File: config.mk
export PLATFORM = sky130hd
export DESIGN_NAME = stump_result_stage
export DESIGN_NICKNAME = d
export VERILOG_FILES = /design/src/rtl/stump_result_stage.sv
export SDC_FILE = /design/constraint.sdc
export NUM_CORES = 1
export LEC_CHECK = 0
export CAP_MARGIN = 30
export CORE_UTILIZATION = 34
export CTS_BUF_LIST = sky130_fd_sc_hd__clkbuf_4
export DETAILED_ROUTE_END_ITERATION = 10
export PLACE_DENSITY = 0.65
export SLEW_MARGIN = 30
export SYNTH_ARGS = -nofsm -noshare
export SYNTH_HDL_FRONTEND = slang
export SYNTH_SLANG_ARGS = --single-unit
File: constraint.sdc
create_clock -name clk -period 3.6 [get_ports clk]
set_input_delay 0.36 -clock clk [delete_from_list [all_inputs] [get_ports clk]]
set_output_delay 0.36 -clock clk [all_outputs]
set_load 0.005 [all_outputs]
File: src/rtl/stump_result_stage.sv
// Stump result stage: register bank, PC and condition codes
// updated from the ALU, plus operand reads and branch evaluation.
module stump_result_stage #(
  parameter int WIDTH = 16,
  parameter int NREGS = 8
) (
  input  logic                     clk,
  input  logic                     rst_n,
  input  logic [WIDTH-1:0]         alu_result,
  input  logic [3:0]               alu_flags,
  input  logic                     wr_en,
  input  logic [$clog2(NREGS)-1:0] wr_addr,
  input  logic                     cc_en,
  input  logic                     pc_inc,
  input  logic [$clog2(NREGS)-1:0] rd_addr_a,
  input  logic [$clog2(NREGS)-1:0] rd_addr_b,
  output logic [WIDTH-1:0]         rd_data_a,
  output logic [WIDTH-1:0]         rd_data_b,
  output logic [WIDTH-1:0]         pc_out,
  output logic [3:0]               cc_out,
  input  logic [3:0]               cond,
  output logic                     cond_true
);

  localparam int AW = $clog2(NREGS);
  localparam logic [AW-1:0] PC_A = AW'(NREGS - 1);

  logic [WIDTH-1:0] gpr [1:NREGS-2];
  logic [WIDTH-1:0] pc;
  logic [3:0]       cc;

  // general registers R1..R(n-2); R0 and PC live elsewhere
  always_ff @(posedge clk or negedge rst_n) begin
    if (!rst_n) begin
      for (int i = 1; i <= NREGS - 2; i++)
        gpr[i] <= '0;
    end else begin
      for (int i = 1; i <= NREGS - 2; i++)
        if (wr_en && wr_addr == i[AW-1:0])
          gpr[i] <= alu_result;
    end
  end

  // PC: explicit write beats fetch increment
  always_ff @(posedge clk or negedge rst_n) begin
    if (!rst_n)
      pc <= '0;
    else if (wr_en && wr_addr == PC_A)
      pc <= alu_result;
    else if (pc_inc)
      pc <= pc + 1'b1;
  end

  // condition codes {N,Z,V,C}
  always_ff @(posedge clk or negedge rst_n) begin
    if (!rst_n)
      cc <= '0;
    else if (cc_en)
      cc <= alu_flags;
  end

  function automatic logic [WIDTH-1:0] rd(
    input logic [AW-1:0] a
  );
    logic [WIDTH-1:0] d;
    d = '0;
    for (int i = 1; i <= NREGS - 2; i++)
      if (a == i[AW-1:0])
        d = gpr[i];
    if (a == PC_A)
      d = pc;
    return d;
  endfunction

  // operand reads, no write bypass
  always_comb begin
    rd_data_a = rd(rd_addr_a);
    rd_data_b = rd(rd_addr_b);
  end

  assign pc_out = pc;
  assign cc_out = cc;

  // branch condition from stored CC only
  always_comb begin
    logic n, z, v, c;
    {n, z, v, c} = cc;
    cond_true = 1'b0;
    unique case (cond)
      4'h0: cond_true = 1'b1;
      4'h1: cond_true = 1'b0;
      4'h2: cond_true = !c && !z;
      4'h3: cond_true = c || z;
      4'h4: cond_true = !c;
      4'h5: cond_true = c;
      4'h6: cond_true = !z;
      4'h7: cond_true = z;
      4'h8: cond_true = !v;
      4'h9: cond_true = v;
      4'hA: cond_true = !n;
      4'hB: cond_true = n;
      4'hC: cond_true = n == v;
      4'hD: cond_true = n != v;
      4'hE: cond_true = !z && (n == v);
      4'hF: cond_true = z || (n != v);
    endcase
  end

endmodule

Run 1, routed metal per tile:
The die is cut into 29 by 29 equal tiles; dark blue is low, red is high, scaled to the fullest tile. Values are wire area over tile area, all layers added.
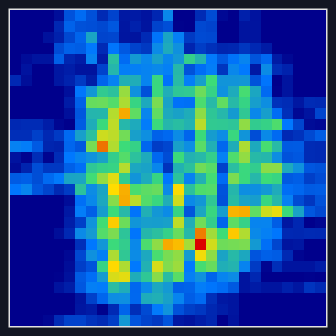
mean over tiles	0.16
tiles over half the peak	12%
fullest tile	0.68
densest ninth of the die	centre
nearly empty tiles	23%

Run 1, clock nets:
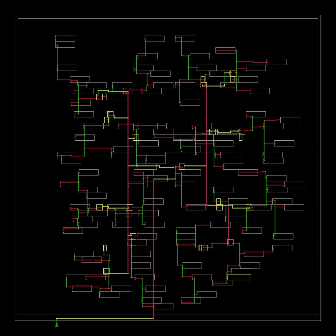
flip-flops: 116
clk pwr: 0.800 mW
CTS sink count: 116
clock buffer count: 19

Run 1, placement by cell class:
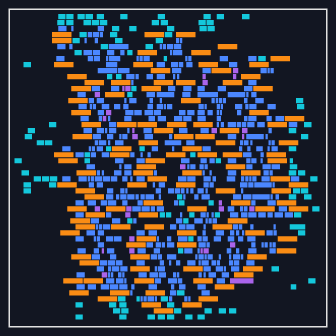
class	colour	cells	share of their area
registers	orange	116	37%
remaining buffers and delay cells	cyan	114	14%
remaining logic cells	blue	449	46%
clock drivers and dummy loads	purple	29	2.7%

==> impl_metrics.csv, run 1 <==
group,metric,value,unit
outcome,status,"finished clean",
detailed_routing,num_vias,5451,
synth,top_area_frac,0.4292,
setup_path,cp.arrival,2.69,ns
detailed_routing,met3_length,1107,um
setup_path,r2r-end,"pc_out[14]$_DFFE_PN0P_",
cts,clock_latency,0.54,ns
cts,htreeDepth,4,
sta,maxSlewViolCount,0,
global_route,grt.met1_usage,0.2863,
synth,async_flop_share,1.000,
setup_path,crit_buf_inv,3,
placement,gp_congestion,0.8220,
floorplan,die-area,20460,um^2
synth,ys.flops,116,
sta,setup_viol,0,
flow_run,openroad.warnings,26,
global_route,grt_busiest_layer,"met2",
pwr,p_sw,1.411,mW
synth,synthesis.area,6764,um^2
synth,aoi_share,0.1665,
sta,setup_ws,0.5544,ns
cts,clockBufferDepth,2,
pwr,totalPowerFinal,4.168,mW
final_layout,fin_cells,974,
setup_path,worstReg2RegStart,"pc_out[1]$_DFFE_PN0P_",
final_layout,num_antenna_cells,1,
detailed_routing,m1WireLength,9066,um
final_layout,fin_util,0.4198,
floorplan,tapCellCount,265,
final_layout,drive_above_1_share,0.2613,
synth,synth.logic.top_family,"multiplexers",
setup_path,worst-path-stages,7,
setup_path,reg2reg_depth,5,
sta,fin_setup_tns,0,ns
cts,cts_root_buffer,"clkbuf_4",
floorplan,initCoreUtil,0.3475,
pwr,power_frac_comb,0.328,
sta,period_used_share,0.8460,
placement,dpl.cell_count,943,
floorplan,die_height,143.0,um
==> inputs of run 2 (changes only) <==
--- a/config.mk
+++ b/config.mk
@@ -9,7 +9,7 @@
 export CORE_UTILIZATION = 34
 export CTS_BUF_LIST = sky130_fd_sc_hd__clkbuf_4
 export DETAILED_ROUTE_END_ITERATION = 10
-export PLACE_DENSITY = 0.65
+export PLACE_DENSITY = 0.67
 export SLEW_MARGIN = 30
 export SYNTH_ARGS = -nofsm -noshare
 export SYNTH_HDL_FRONTEND = slang
==> constraint.sdc (replaced) <==
create_clock -name clk -period 2.6 [get_ports clk]
set_input_delay 0.26 -clock clk [delete_from_list [all_inputs] [get_ports clk]]
set_output_delay 0.26 -clock clk [all_outputs]
set_load 0.005 [all_outputs]
==> impl_metrics.csv, run 2 <==
group,metric,value,unit
sta,period_used_share,0.9851,
final_layout,logic_area,3621,um^2
synth,synthTopCellsByCount,"116 x dfrtp_1, 110 x mux2_2, 40 x nand2_1, 36 x a21oi_1",
setup_path,r2r-end,"pc_out[14]$_DFFE_PN0P_",
cts,clock_latency,0.55,ns
detailed_routing,num_vias,5649,
placement,gp_congestion,0.8415,
sta,setup_viol,0,
detailed_routing,m1WireLength,9011,um
setup_path,slowest_delay,0.52,ns
pwr,p_clk,1.04,mW
synth,ys.flop_type,"dfrtp_1",
final_layout,fin_cells,997,
synth,aoi_share,0.1665,
floorplan,initCoreUtil,0.3475,
pwr,power_frac_comb,0.342,
outcome,status,"finished clean",
pwr,p_int,3.793,mW
final_layout,num_antenna_cells,1,
synth,yosysChipArea,6764,um^2
synth,ys.flops,116,
synth,ys_types,54,
final_layout,drive_above_1_share,0.2941,
detailed_routing,drt-total-wl,20670,um
sta,maxSlewViolCount,0,
pwr,comb_power,1.97,mW
synth,top_area_frac,0.4292,
floorplan,die_height,143.0,um
setup_path,cp.arrival,2.30,ns
synth,synth.logic.top_family,"multiplexers",
placement,dpl.cell_count,965,
setup_path,end_kind,"output port",
synth,synthXorXnorAreaFrac,0.02201,
sta,fin_setup_tns,0,ns
cts,cts_root_buffer,"clkbuf_4",
pwr,p_sw,1.976,mW
setup_path,worst-path-stages,4,
final_layout,nFlopsAndLatches,116,
sta,layout_min_cycle_time,2.561,ns
flow_run,openroad.warnings,26,
setup_path,worstReg2RegStart,"pc_out[0]$_DFFE_PN0P_",
final_layout,area.sequential,2903,um^2
min_path,worstHoldStart,"alu_flags[2]",
pwr,totalPowerFinal,5.768,mW
floorplan,die-area,20460,um^2
cts,cts_sinks,116,
synth,synth-edff-count,0,
cts,htreeDepth,4,
synth,async_flop_share,1.000,
setup_path,crit_buf_inv,1,
setup_path,reg2reg_depth,5,
synth,synthesis.area,6764,um^2
final_layout,fin_util,0.4325,
global_route,grt_busiest_layer,"met2",
floorplan,tapCellCount,265,
cts,clockBufferDepth,2,
global_route,grt.met1_usage,0.2850,
Run 2, routed metal per tile:
The die is cut into 29 by 29 equal tiles; dark blue is low, red is high, scaled to the fullest tile. Values are wire area over tile area, all layers added.
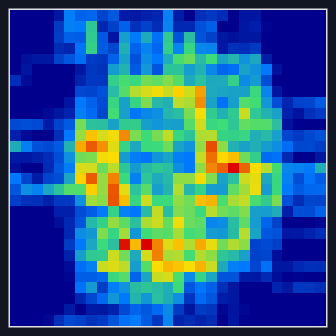
mean over tiles	0.16
nearly empty tiles	23%
densest ninth of the die	centre

Run 2, clock nets:
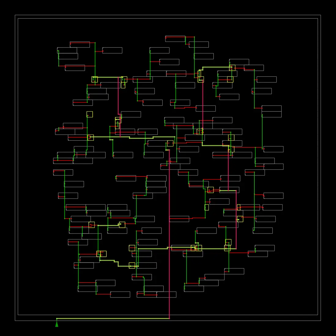
CTS buffer count: 17
clock buffer count: 21
Final Skew: 0.01357 ns

Power and IR drop assume default switching activity.
